==> run_1/flops_by_reg.png <==
Other sequential cells in the stronger grey, the rest of the logic in the fainter grey.
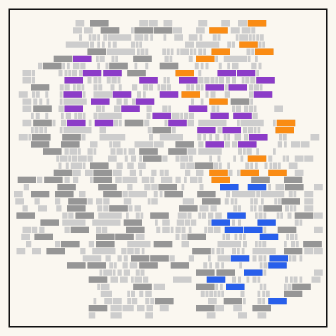
==> run_1/power_grid.png <==
Pins as bars on the die edge. Tap cells in grey.
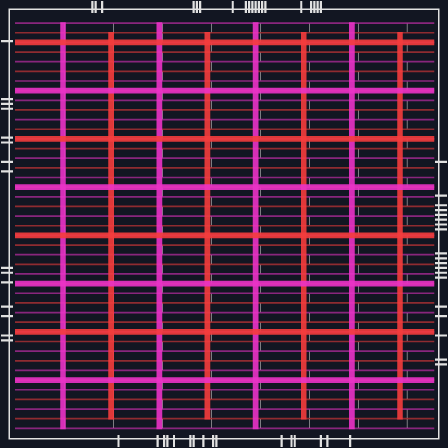
==> run_1/clk_routes.png <==
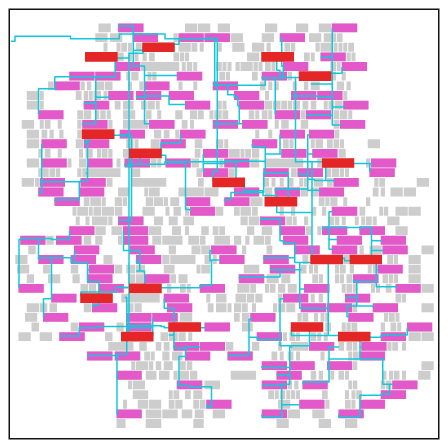
**config.mk**
```make
export PLATFORM = sky130hd
export DESIGN_NAME = ads_adc_emu
export DESIGN_NICKNAME = d
export VERILOG_FILES = /design/src/rtl/ads_adc_emu.sv
export SDC_FILE = /design/constraint.sdc
export NUM_CORES = 1
export LEC_CHECK = 0
export CAP_MARGIN = 20
export CORE_UTILIZATION = 40
export CTS_CLUSTER_DIAMETER = 50
export CTS_CLUSTER_SIZE = 28
export DETAILED_ROUTE_END_ITERATION = 12
export HOLD_SLACK_MARGIN = 0.05
export PLACE_DENSITY = 0.62
export SLEW_MARGIN = 20
export SYNTH_ARGS = -nofsm -noshare
export SYNTH_HDL_FRONTEND = slang
export SYNTH_SLANG_ARGS = --single-unit
export TNS_END_PERCENT = 100
```
**constraint.sdc**
```tcl
create_clock -name CLK_100M -period 2 [get_ports CLK_100M]
set_input_delay 0.3 -clock CLK_100M [delete_from_list [all_inputs] [get_ports CLK_100M]]
set_output_delay 0.3 -clock CLK_100M [all_outputs]
set_load 0.05 [all_outputs]
```
**src/rtl/ads_adc_emu.sv**
```systemverilog
// ADS dual-channel serial ADC responder: BUSY timing, SDOA/SDOB readout, SDI config capture.
// Define ADS_EMU_RAMP_EN to source samples from an internal ramp instead of CH_A/CH_B_DATA.
module ads_adc_emu #(
  parameter int DATA_W      = 16,
  parameter int CONV_CYCLES = 40,
  parameter int SYNC_STAGES = 2
) (
  input  logic              CLK_100M,
  input  logic              CLK_RST,
  input  logic [DATA_W-1:0] CH_A_DATA,
  input  logic [DATA_W-1:0] CH_B_DATA,
  input  logic              ADS_CLK,
  input  logic              ADS_CS_N,
  input  logic              ADS_CONVST,
  input  logic              ADS_RD,
  input  logic              ADS_SDI,
  input  logic [1:0]        ADS_M,
  output logic              ADS_BUSY,
  output logic              ADS_SDOA,
  output logic              ADS_SDOB,
  output logic [DATA_W-1:0] CFG_WORD,
  output logic              CFG_VALID,
  output logic [7:0]        OVR_CNT
);

  localparam int PW = 7;
  localparam int CW = $clog2(CONV_CYCLES + 1);
  localparam int BW = $clog2(2 * DATA_W + 1);
  localparam int SW = $clog2(DATA_W + 1);

  typedef enum logic [1:0] {
    IDLE,
    CONV,
    READY,
    SHIFT
  } state_t;

  state_t state;
  state_t state_d;

  logic [PW-1:0] pin_raw;
  logic [PW-1:0] sync_q [SYNC_STAGES];
  logic [PW-1:0] s_new;
  logic [PW-1:0] lvl_q;

  logic clk_rise;
  logic clk_fall;
  logic cs_rise;
  logic cv_rise;

  logic [1:0] m_lvl;
  logic       cs_lvl;
  logic       rd_lvl;
  logic       sdi_lvl;

  logic [DATA_W-1:0]   src_a;
  logic [DATA_W-1:0]   src_b;
  logic [DATA_W-1:0]   samp_a;
  logic [DATA_W-1:0]   samp_b;
  logic                par_q;
  logic [CW-1:0]       conv_cnt;
  logic [2*DATA_W-1:0] sh_a;
  logic [DATA_W-1:0]   sh_b;
  logic [BW-1:0]       bit_cnt;
  logic [BW-1:0]       bit_total;
  logic [DATA_W-2:0]   sdi_sr;
  logic [SW-1:0]       sdi_cnt;

  logic accept;
  logic conv_done;
  logic ovr_inc;
  logic shift_go;
  logic shift_step;
  logic shift_stop;

  assign pin_raw = {ADS_M, ADS_CLK, ADS_CS_N,
                    ADS_CONVST, ADS_RD, ADS_SDI};
  assign s_new   = sync_q[SYNC_STAGES-1];

  assign m_lvl   = lvl_q[6:5];
  assign cs_lvl  = lvl_q[3];
  assign rd_lvl  = lvl_q[1];
  assign sdi_lvl = lvl_q[0];

  // Edge pulses are registered so every edge lands SYNC_STAGES+1 clocks in.
  always_ff @(posedge CLK_100M) begin
    if (CLK_RST) begin
      for (int i = 0; i < SYNC_STAGES; i++) begin
        sync_q[i] <= '0;
      end
      lvl_q    <= '0;
      clk_rise <= 1'b0;
      clk_fall <= 1'b0;
      cs_rise  <= 1'b0;
      cv_rise  <= 1'b0;
    end else begin
      sync_q[0] <= pin_raw;
      for (int i = 1; i < SYNC_STAGES; i++) begin
        sync_q[i] <= sync_q[i-1];
      end
      lvl_q    <= s_new;
      clk_rise <= s_new[4] & ~lvl_q[4];
      clk_fall <= ~s_new[4] & lvl_q[4];
      cs_rise  <= s_new[3] & ~lvl_q[3];
      cv_rise  <= s_new[2] & ~lvl_q[2];
    end
  end

`ifdef ADS_EMU_RAMP_EN
  logic [DATA_W-1:0] ramp_a;
  logic              unused_ch;

  assign unused_ch = ^{CH_A_DATA, CH_B_DATA};
  assign src_a     = ramp_a;
  assign src_b     = ~ramp_a;

  always_ff @(posedge CLK_100M) begin
    if (CLK_RST) begin
      ramp_a <= '0;
    end else if (accept) begin
      ramp_a <= ramp_a + 1'b1;
    end
  end
`else
  assign src_a = CH_A_DATA;
  assign src_b = CH_B_DATA;
`endif

  assign bit_total = par_q ? BW'(DATA_W) : BW'(2 * DATA_W);

  always_ff @(posedge CLK_100M) begin
    if (CLK_RST) begin
      state <= IDLE;
    end else begin
      state <= state_d;
    end
  end

  always_comb begin
    state_d    = state;
    accept     = 1'b0;
    conv_done  = 1'b0;
    ovr_inc    = 1'b0;
    shift_go   = 1'b0;
    shift_step = 1'b0;
    shift_stop = 1'b0;
    unique case (state)
      IDLE: begin
        if (cv_rise) begin
          accept  = 1'b1;
          state_d = CONV;
        end
      end
      CONV: begin
        ovr_inc = cv_rise;
        if (conv_cnt == CW'(CONV_CYCLES - 1)) begin
          conv_done = 1'b1;
          state_d   = READY;
        end
      end
      READY: begin
        if (cv_rise) begin
          accept  = 1'b1;
          state_d = CONV;
        end else if (!cs_lvl && rd_lvl) begin
          shift_go = 1'b1;
          state_d  = SHIFT;
        end
      end
      SHIFT: begin
        ovr_inc = cv_rise;
        // A CS_N rise beats a coincident ADS_CLK fall.
        if (cs_rise) begin
          shift_stop = 1'b1;
          state_d    = IDLE;
        end else if (clk_fall) begin
          if (bit_cnt == bit_total - 1'b1) begin
            shift_stop = 1'b1;
            state_d    = IDLE;
          end else begin
            shift_step = 1'b1;
          end
        end
      end
      default: state_d = IDLE;
    endcase
  end

  always_ff @(posedge CLK_100M) begin
    if (CLK_RST) begin
      samp_a   <= '0;
      samp_b   <= '0;
      par_q    <= 1'b0;
      ADS_BUSY <= 1'b0;
      conv_cnt <= '0;
      sh_a     <= '0;
      sh_b     <= '0;
      bit_cnt  <= '0;
      ADS_SDOA <= 1'b0;
      ADS_SDOB <= 1'b0;
      OVR_CNT  <= '0;
    end else begin
      if (accept) begin
        samp_a <= src_a;
        samp_b <= src_b;
        par_q  <= (m_lvl != 2'b01);
      end
      if (accept) begin
        ADS_BUSY <= 1'b1;
        conv_cnt <= '0;
      end else begin
        if (conv_done) begin
          ADS_BUSY <= 1'b0;
        end
        if (state == CONV) begin
          conv_cnt <= conv_cnt + 1'b1;
        end
      end
      // sh_a holds {A,B} so serial mode simply runs past A into B.
      if (shift_go) begin
        sh_a     <= {samp_a, samp_b} << 1;
        sh_b     <= samp_b << 1;
        ADS_SDOA <= samp_a[DATA_W-1];
        ADS_SDOB <= par_q & samp_b[DATA_W-1];
        bit_cnt  <= '0;
      end else if (shift_step) begin
        sh_a     <= sh_a << 1;
        sh_b     <= sh_b << 1;
        ADS_SDOA <= sh_a[2*DATA_W-1];
        ADS_SDOB <= par_q & sh_b[DATA_W-1];
        bit_cnt  <= bit_cnt + 1'b1;
      end else if (shift_stop) begin
        sh_a     <= '0;
        sh_b     <= '0;
        ADS_SDOA <= 1'b0;
        ADS_SDOB <= 1'b0;
        bit_cnt  <= '0;
      end
      if (ovr_inc && OVR_CNT != 8'hFF) begin
        OVR_CNT <= OVR_CNT + 1'b1;
      end
    end
  end

  always_ff @(posedge CLK_100M) begin
    if (CLK_RST) begin
      sdi_sr    <= '0;
      sdi_cnt   <= '0;
      CFG_WORD  <= '0;
      CFG_VALID <= 1'b0;
    end else begin
      CFG_VALID <= 1'b0;
      if (cs_lvl) begin
        sdi_cnt <= '0;
      end else if (clk_rise) begin
        sdi_sr <= {sdi_sr[DATA_W-3:0], sdi_lvl};
        if (sdi_cnt == SW'(DATA_W - 1)) begin
          CFG_WORD  <= {sdi_sr, sdi_lvl};
          CFG_VALID <= 1'b1;
          sdi_cnt   <= '0;
        end else begin
          sdi_cnt <= sdi_cnt + 1'b1;
        end
      end
    end
  end

endmodule

```
==> impl_table.tex, run 1 <==
% Auto-generated results table
\begin{tabular}{lr}
\hline
Metric & Value \\
\hline
\multicolumn{2}{l}{\textbf{Timing}} \\
Minimum clock period & 1961 ps \\
Worst hold slack & approximately 350 ps \\
Slew Viols, Final & 0 \\
Clock skew & 7.442 ps \\
Worst Tran Pin Value & 577.2 ps \\
Final Hold Violation Tally & 0 \\
Fmax & 509.9 MHz \\
Count of endpoints failing setup in the final report & 0 \\
Setup repair after global routing missed its margin & no \\
Setup WS post-layout & 38.79 ps \\
\multicolumn{2}{l}{\textbf{Clock tree}} \\
Buffers inserted by post-CTS timing repair & 0 \\
Gates resized, CTS repair & 2 \\
Number of buffers added by the clock tree synthesis step & 17 \\
Clock slew at reported path FFs & 60 ps \\
Number of buffers on the longest clock path & 2 \\
\multicolumn{2}{l}{\textbf{Cells and area}} \\
Register containing the most flip-flops in the final layout & sh\_a \\
Clk cell area share & a little under 9\% \\
Share of cell area taken by multi-input logic gates & 33.86\% \\
Most used cells in the layout excluding fill and tap cells & 200 x nand2\_1, 151 x dfxtp\_1, 73 x a21oi\_1 \\
Post-layout instance count excluding filler cells & 918 \\
End-of-flow core utilization & 52.96\% \\
Multi-input combinational cell area & 2422 µm² \\
Invs w/o clock & 2 \\
Flop share of the area & 42.26\% \\
Non-clock buffer total of the final layout & 83 \\
Number of inserted filler cells in the final layout & 1229 \\
\multicolumn{2}{l}{\textbf{Setup path}} \\
Critical R2R Launch & bit\_cnt[0] \\
Worst reg2reg path depth & 6 \\
Crit path largest cell delay & 840 ps \\
Logic depth of the worst path, buffers included & 1 \\
Kind of capture point of the worst setup path & output port \\
Worst path arrival time & approximately 1700 ps \\
Crit path max-delay family & buffers and inverters \\
Termination of the worst setup path & OVR\_CNT[1] \\
Kind of start point of the critical path & flip-flop \\
Required @ worst endpoint & roughly 1700 ps \\
Kind of critical path & flip-flop to output port \\
\multicolumn{2}{l}{\textbf{Floorplan}} \\
Chip area & between 10000 and 15000 µm² \\
Cell row count & 42 \\
Total core area & roughly 14000 µm² \\
Ports placed on the boundary & a little under 70 \\
\multicolumn{2}{l}{\textbf{Power}} \\
Register share of total power & 46.5\% \\
Part of the power in the clock network & approximately half \\
Largest voltage drop on the vdd net & 0.5060 mV \\
Power Combinational & $\sim$210 µW \\
Final total power & 6.588 mW \\
Largest power group & clock \\
Sw Pwr & approximately 1.3 mW \\
Power in sequential cells & 3.06 mW \\
\multicolumn{2}{l}{\textbf{Synthesis}} \\
Cells in synth\_stat.txt & a little under 700 \\
Post-synth top area cell & dfxtp\_1 \\
Post-synthesis share of cell area spent on and-or and or-and gates & between 10\% and 20\% \\
Synth top cells by count & 200 x nand2\_1, 151 x dfxtp\_1, 73 x a21oi\_1, 41 x nand3\_1, 38 x clkbuf\_1 \\
Leading cell type by number of instances after synthesis & nand2\_1 \\
Number of flops mapped to enable cells by yosys & 0 \\
Synthesized area per cell & 8.343 µm² \\
Simple-gate portion of the synthesized area & 26.51\% \\
Chip area estimate from yosys synthesis & 5632 µm² \\
Post-synthesis sequential area ratio & 53.68\% \\
Syn. warnings & 0 \\
Synthesized instance count & 675 \\
\multicolumn{2}{l}{\textbf{GRT}} \\
Overall track demand over capacity in global routing & between 15 and 20\% \\
Sum of overflow across all layers after global routing & 0 \\
Global routing usage on met3 & 4.481\% \\
Wire length of the first global-routing pass & 19400 µm \\
Maximum number of pins on one net before global-route repair & 52 \\
Number of global-route vias before repair & 4357 \\
\multicolumn{2}{l}{\textbf{Min path}} \\
Worst hold path stage count & 2 \\
Endpoint with the worst hold slack & OVR\_CNT[0] \\
\multicolumn{2}{l}{\textbf{Routing}} \\
Antenna-violating nets left & 0 \\
First DRT Iteration DRCs & 304 \\
Detail-routed via count per cell & 5.044 \\
Top routing layer in use & met4 \\
DR WL met3 & just under 500 µm \\
Average wire length per cell after detail routing & about 12 µm \\
\multicolumn{2}{l}{\textbf{Flow run}} \\
Total tool warning count & 26 \\
\multicolumn{2}{l}{\textbf{Run status}} \\
Status & finished, final reports clean \\
\hline
\end{tabular}
## Picture notes: flops_by_reg.png
- orange: samp_a (sequential cells 16)
- purple: sh_a (sequential cells 31)
- blue: sdi_sr (sequential cells 15)
- not coloured: 89

## Picture notes: power_grid.png
- magenta: VSS
- red: VDD
- met1 rails: 43
- rows: 42
- met5 straps: 8
- signal pins: 69

## Picture notes: clk_routes.png
- magenta: flip-flops (count 151)
- cyan: clock wires (length 1670 µm)
- red: clock drivers (count 17)
- routed clock nets: 18

==> run_1/congestion.png <==
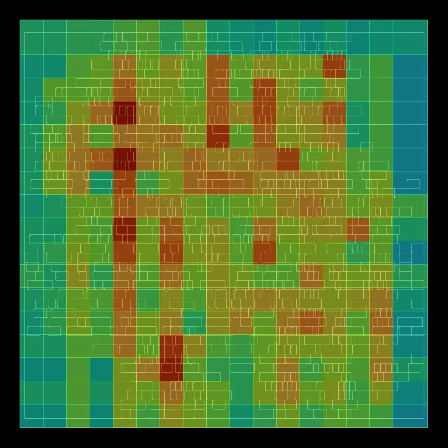

==> run 1 -> run 2 <==
--- a/config.mk
+++ b/config.mk
@@ -8,10 +8,11 @@
 export CAP_MARGIN = 20
 export CORE_UTILIZATION = 40
 export CTS_CLUSTER_DIAMETER = 50
-export CTS_CLUSTER_SIZE = 28
+export CTS_CLUSTER_SIZE = 24
 export DETAILED_ROUTE_END_ITERATION = 12
 export HOLD_SLACK_MARGIN = 0.05
 export PLACE_DENSITY = 0.62
+export RECOVER_POWER = 25
 export SLEW_MARGIN = 20
 export SYNTH_ARGS = -nofsm -noshare
 export SYNTH_HDL_FRONTEND = slang
==> run_2/congestion.png <==
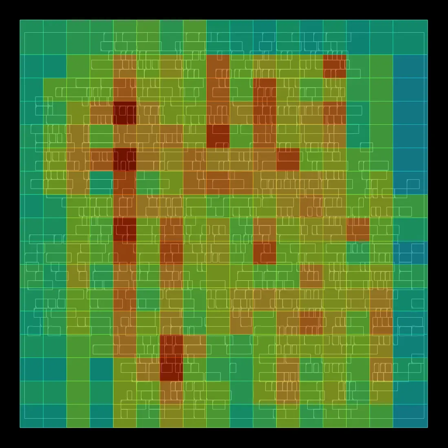
met2 Track Usage GR: 27.08%
met1 track utilization from global routing: 20.65%
end-of-flow core utilization: 52.68%

==> run_2/flops_by_reg.png <==
Other sequential cells in the stronger grey, the rest of the logic in the fainter grey.
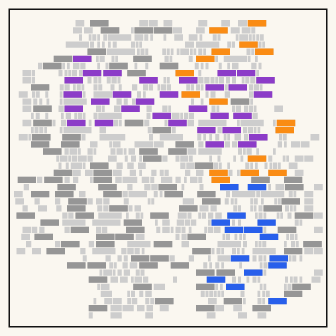
- blue: sdi_sr (sequential cells 15)
- orange: samp_a (sequential cells 16)
- purple: sh_a (sequential cells 31)
- not coloured: 89

==> impl_table.tex, run 2 <==
% Auto-generated results table
\begin{tabular}{lr}
\hline
Metric & Value \\
\hline
\multicolumn{2}{l}{\textbf{Run status}} \\
Status & finished, final reports clean \\
\multicolumn{2}{l}{\textbf{Floorplan}} \\
Cell row count & 42 (unchanged) \\
Ports placed on the boundary & 69 (unchanged) \\
Chip area & 14560 µm² (unchanged) \\
\multicolumn{2}{l}{\textbf{Cells and area}} \\
Invs w/o clock & 2 (unchanged) \\
Most used cells in the layout excluding fill and tap cells & 200 x nand2\_1, 151 x dfxtp\_1, 73 x a21oi\_1 \\
Multi-input combinational cell area & 2420 µm² (-0.10\%) \\
Flop share of the area & 42.49\% (+0.23 points) \\
Number of inserted filler cells in the final layout & 1236 (+0.57\%) \\
Non-clock buffer total of the final layout & 83 (unchanged) \\
Final std cell area, no fill & 7114 µm² \\
Flop Count & 151 \\
Share of cell area taken by multi-input logic gates & 34.01\% (+0.15 points) \\
Register containing the most flip-flops in the final layout & sh\_a \\
\multicolumn{2}{l}{\textbf{Flow run}} \\
Total tool warning count & 26 (unchanged) \\
\multicolumn{2}{l}{\textbf{Setup path}} \\
Logic depth of the worst path, buffers included & 1 (unchanged) \\
Kind of start point of the critical path & flip-flop \\
Kind of critical path & flip-flop to output port \\
Worst path arrival time & 1660 ps (about the same) \\
Worst reg2reg path depth & 6 (unchanged) \\
Crit path max-delay family & buffers and inverters \\
Critical R2R Launch & bit\_cnt[0] \\
Required @ worst endpoint & 1700 ps (about the same) \\
Kind of capture point of the worst setup path & output port \\
Termination of the worst setup path & OVR\_CNT[1] \\
\multicolumn{2}{l}{\textbf{Synthesis}} \\
Syn. warnings & 0 (unchanged) \\
Synthesized area per cell & 8.343 µm² (unchanged) \\
Synthesized instance count & 675 (unchanged) \\
Simple-gate portion of the synthesized area & 26.51\% (unchanged) \\
Synth top cells by count & 200 x nand2\_1, 151 x dfxtp\_1, 73 x a21oi\_1, 41 x nand3\_1, 38 x clkbuf\_1 \\
Chip area estimate from yosys synthesis & 5632 µm² (unchanged) \\
Post-synthesis sequential area ratio & 53.68\% (unchanged) \\
Number of flops mapped to enable cells by yosys & 0 (unchanged) \\
Cells in synth\_stat.txt & 675 (unchanged) \\
Post-synthesis share of cell area spent on and-or and or-and gates & 12.55\% (unchanged) \\
Post-synth top area cell & dfxtp\_1 \\
Leading cell type by number of instances after synthesis & nand2\_1 \\
\multicolumn{2}{l}{\textbf{Timing}} \\
Minimum clock period & 1962 ps (+0.3858 ps) \\
Worst hold slack & 391.7 ps (+45.36 ps) \\
Final Hold Violation Tally & 0 (unchanged) \\
Setup repair after global routing missed its margin & no \\
Count of endpoints failing setup in the final report & 0 (unchanged) \\
Fmax & 509.8 MHz (about the same) \\
Worst Tran Pin Value & 1035 ps (+457.5 ps) \\
Setup WS post-layout & 38.41 ps (-0.3858 ps) \\
Clock skew & 6.967 ps (-0.4754 ps) \\
\multicolumn{2}{l}{\textbf{Power}} \\
Cell Int Power & 5.253 mW \\
Sw Pwr & 1.324 mW (-0.21\%) \\
Power Combinational & 205 µW (-4\%) \\
Largest power group & clock \\
Final total power & 6.577 mW (-0.16\%) \\
Power in sequential cells & 3.06 mW (about the same) \\
Part of the power in the clock network & 50.3\% (about the same) \\
Register share of total power & 46.6\% (about the same) \\
Largest voltage drop on the vdd net & 0.5059 mV (about the same) \\
\multicolumn{2}{l}{\textbf{Clock tree}} \\
Gates resized, CTS repair & 2 (unchanged) \\
Number of buffers added by the clock tree synthesis step & 17 (unchanged) \\
Clock slew at reported path FFs & 60 ps (about the same) \\
Number of buffers on the longest clock path & 2 (unchanged) \\
Clock root buffer master & clkbuf\_16 \\
Buffers inserted by post-CTS timing repair & 0 (unchanged) \\
Number of sinks handled by clock tree synthesis & between 150 and 200 \\
\multicolumn{2}{l}{\textbf{Routing}} \\
Antenna-violating nets left & 0 (unchanged) \\
First DRT Iteration DRCs & 279 (-8.2\%) \\
Average wire length per cell after detail routing & 12.38 µm (about the same) \\
Detail-routed via count per cell & 5.050 (+0.13\%) \\
DR WL met3 & 547 µm (+12\%) \\
Router iterations before antenna repair & 4 \\
\multicolumn{2}{l}{\textbf{GRT}} \\
Maximum number of pins on one net before global-route repair & 52 (unchanged) \\
Wire length of the first global-routing pass & 19400 µm (unchanged) \\
Sum of overflow across all layers after global routing & 0 (unchanged) \\
Number of global-route vias before repair & 4357 (unchanged) \\
\multicolumn{2}{l}{\textbf{Min path}} \\
Endpoint with the worst hold slack & cv\_rise \\
Worst hold path stage count & 1 (-1) \\
\multicolumn{2}{l}{\textbf{Place}} \\
Post-Place Cells & between 800 and 900 \\
\hline
\end{tabular}
==> run_2/clk_routes.png <==
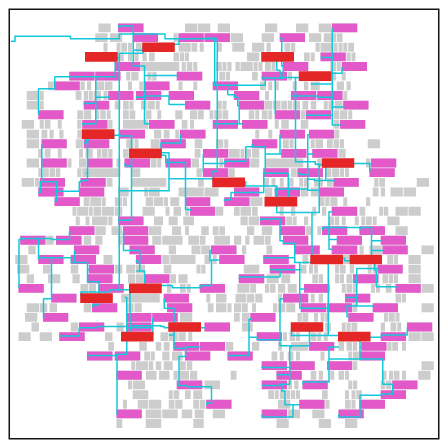

==> run 2 -> run 3 <==
--- a/config.mk
+++ b/config.mk
@@ -10,6 +10,7 @@
 export CTS_CLUSTER_DIAMETER = 50
 export CTS_CLUSTER_SIZE = 24
 export DETAILED_ROUTE_END_ITERATION = 12
+export GPL_TIMING_DRIVEN = 0
 export HOLD_SLACK_MARGIN = 0.05
 export PLACE_DENSITY = 0.62
 export RECOVER_POWER = 25
==> run_3/clk_routes.png <==
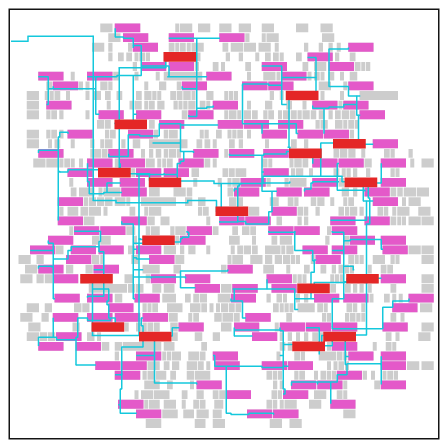
- magenta: flip-flops (count 151)
- cyan: clock wires (length 1770 µm)
- red: clock drivers (count 17)
- flops lie: widely spread
- routed clock nets: 18

==> impl_table.tex, run 3 <==
% Auto-generated results table
\begin{tabular}{lr}
\hline
Metric & Value \\
\hline
\multicolumn{2}{l}{\textbf{Run status}} \\
Status & finished, final reports clean \\
\multicolumn{2}{l}{\textbf{Routing}} \\
First DRT Iteration DRCs & 344 (+23\%) \\
Detail-routed via count per cell & 5.136 (+1.7\%) \\
Antenna-violating nets left & 0 (unchanged) \\
Router iterations before antenna repair & 5 (+1) \\
Average wire length per cell after detail routing & 13.31 µm (+7.6\%) \\
\multicolumn{2}{l}{\textbf{Cells and area}} \\
End-of-flow core utilization & 53.39\% (+0.71 points) \\
Register containing the most flip-flops in the final layout & sh\_a \\
Flop Count & 151 (unchanged) \\
Final std cell area, no fill & 7211 µm² (+1.4\%) \\
Number of inserted filler cells in the final layout & 1249 (+1.1\%) \\
Share of cell area taken by multi-input logic gates & 33.47\% (-0.54 points) \\
Multi-input combinational cell area & 2414 µm² (-0.26\%) \\
Invs w/o clock & 2 (unchanged) \\
Flop share of the area & 41.92\% (-0.57 points) \\
Non-clock buffer total of the final layout & 114 (+37\%) \\
\multicolumn{2}{l}{\textbf{Power}} \\
Cell Int Power & 5.527 mW (+5.2\%) \\
Register share of total power & 44.8\% (-1.8 points) \\
Power Combinational & 220 µW (+7\%) \\
Power in sequential cells & 3.06 mW (about the same) \\
Largest power group & clock \\
Part of the power in the clock network & 52.0\% (+1.7 points) \\
Final total power & 6.842 mW (+4.0\%) \\
\multicolumn{2}{l}{\textbf{Timing}} \\
Worst Tran Pin Value & 698.7 ps (-336.1 ps) \\
Minimum clock period & 1951 ps (-10.55 ps) \\
Fmax & 512.5 MHz (+0.54\%) \\
Count of endpoints failing setup in the final report & 0 (unchanged) \\
Clock skew & 8.136 ps (+1.169 ps) \\
Worst hold slack & 263.0 ps (-128.8 ps) \\
Setup WS post-layout & 48.96 ps (+10.55 ps) \\
\multicolumn{2}{l}{\textbf{Clock tree}} \\
Gates resized, CTS repair & 3 (+1) \\
Number of buffers on the longest clock path & 2 (unchanged) \\
Buffers inserted by post-CTS timing repair & 0 (unchanged) \\
H-Tree Depth & 4 \\
Number of buffers added by the clock tree synthesis step & 17 (unchanged) \\
Number of sinks handled by clock tree synthesis & 151 (unchanged) \\
\multicolumn{2}{l}{\textbf{Setup path}} \\
Crit path max-delay family & buffers and inverters \\
Worst path arrival time & 1650 ps (about the same) \\
Termination of the worst setup path & OVR\_CNT[5] \\
Kind of start point of the critical path & flip-flop \\
Required @ worst endpoint & 1700 ps (about the same) \\
Critical R2R Launch & bit\_cnt[0] \\
Kind of critical path & flip-flop to output port \\
Logic depth of the worst path, buffers included & 1 (unchanged) \\
Worst reg2reg path depth & 7 (+1) \\
Kind of capture point of the worst setup path & output port \\
\multicolumn{2}{l}{\textbf{Place}} \\
Post-Place Cells & 918 (+3.5\%) \\
\multicolumn{2}{l}{\textbf{Synthesis}} \\
Post-synthesis share of cell area spent on and-or and or-and gates & 12.55\% (unchanged) \\
Simple-gate portion of the synthesized area & 26.51\% (unchanged) \\
Synth top cells by count & 200 x nand2\_1, 151 x dfxtp\_1, 73 x a21oi\_1, 41 x nand3\_1, 38 x clkbuf\_1 \\
Synthesized area per cell & 8.343 µm² (unchanged) \\
Number of flops mapped to enable cells by yosys & 0 (unchanged) \\
Syn. warnings & 0 (unchanged) \\
Cells in synth\_stat.txt & 675 (unchanged) \\
Post-synth top area cell & dfxtp\_1 \\
Synthesized instance count & 675 (unchanged) \\
Leading cell type by number of instances after synthesis & nand2\_1 \\
Register bit count reported by yosys & about 150 \\
Chip area estimate from yosys synthesis & 5632 µm² (unchanged) \\
\multicolumn{2}{l}{\textbf{Floorplan}} \\
Cell row count & 42 (unchanged) \\
Chip area & 14560 µm² (unchanged) \\
\multicolumn{2}{l}{\textbf{GRT}} \\
Wire length of the first global-routing pass & 21010 µm (+8.3\%) \\
Met1 track utilization from global routing & 22.88\% (+2.2 points) \\
Sum of overflow across all layers after global routing & 0 (unchanged) \\
Number of global-route vias before repair & 4582 (+5.2\%) \\
Met2 Track Usage GR & 30.28\% (+3.2 points) \\
\multicolumn{2}{l}{\textbf{Min path}} \\
Critical hold path startpoint & CLK\_RST \\
Endpoint with the worst hold slack & lvl\_q[4] \\
\multicolumn{2}{l}{\textbf{Flow run}} \\
Total tool warning count & 26 (unchanged) \\
\hline
\end{tabular}
==> run_3/placement_by_type.png <==
Bar = 20 µm.
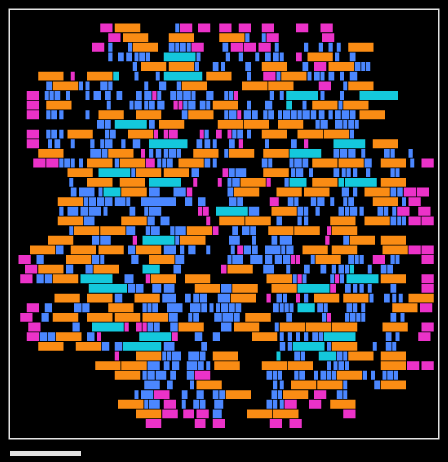
- cyan: clock drivers and dummy loads (cells 32; share of their area 9.5%)
- magenta: other buffers and delay cells (cells 114; share of their area 13%)
- blue: combinational and other logic (cells 477; share of their area 35%)
- orange: flops (cells 151; share of their area 43%)

No activity file was given, so power comes from the tool's default toggle rates.
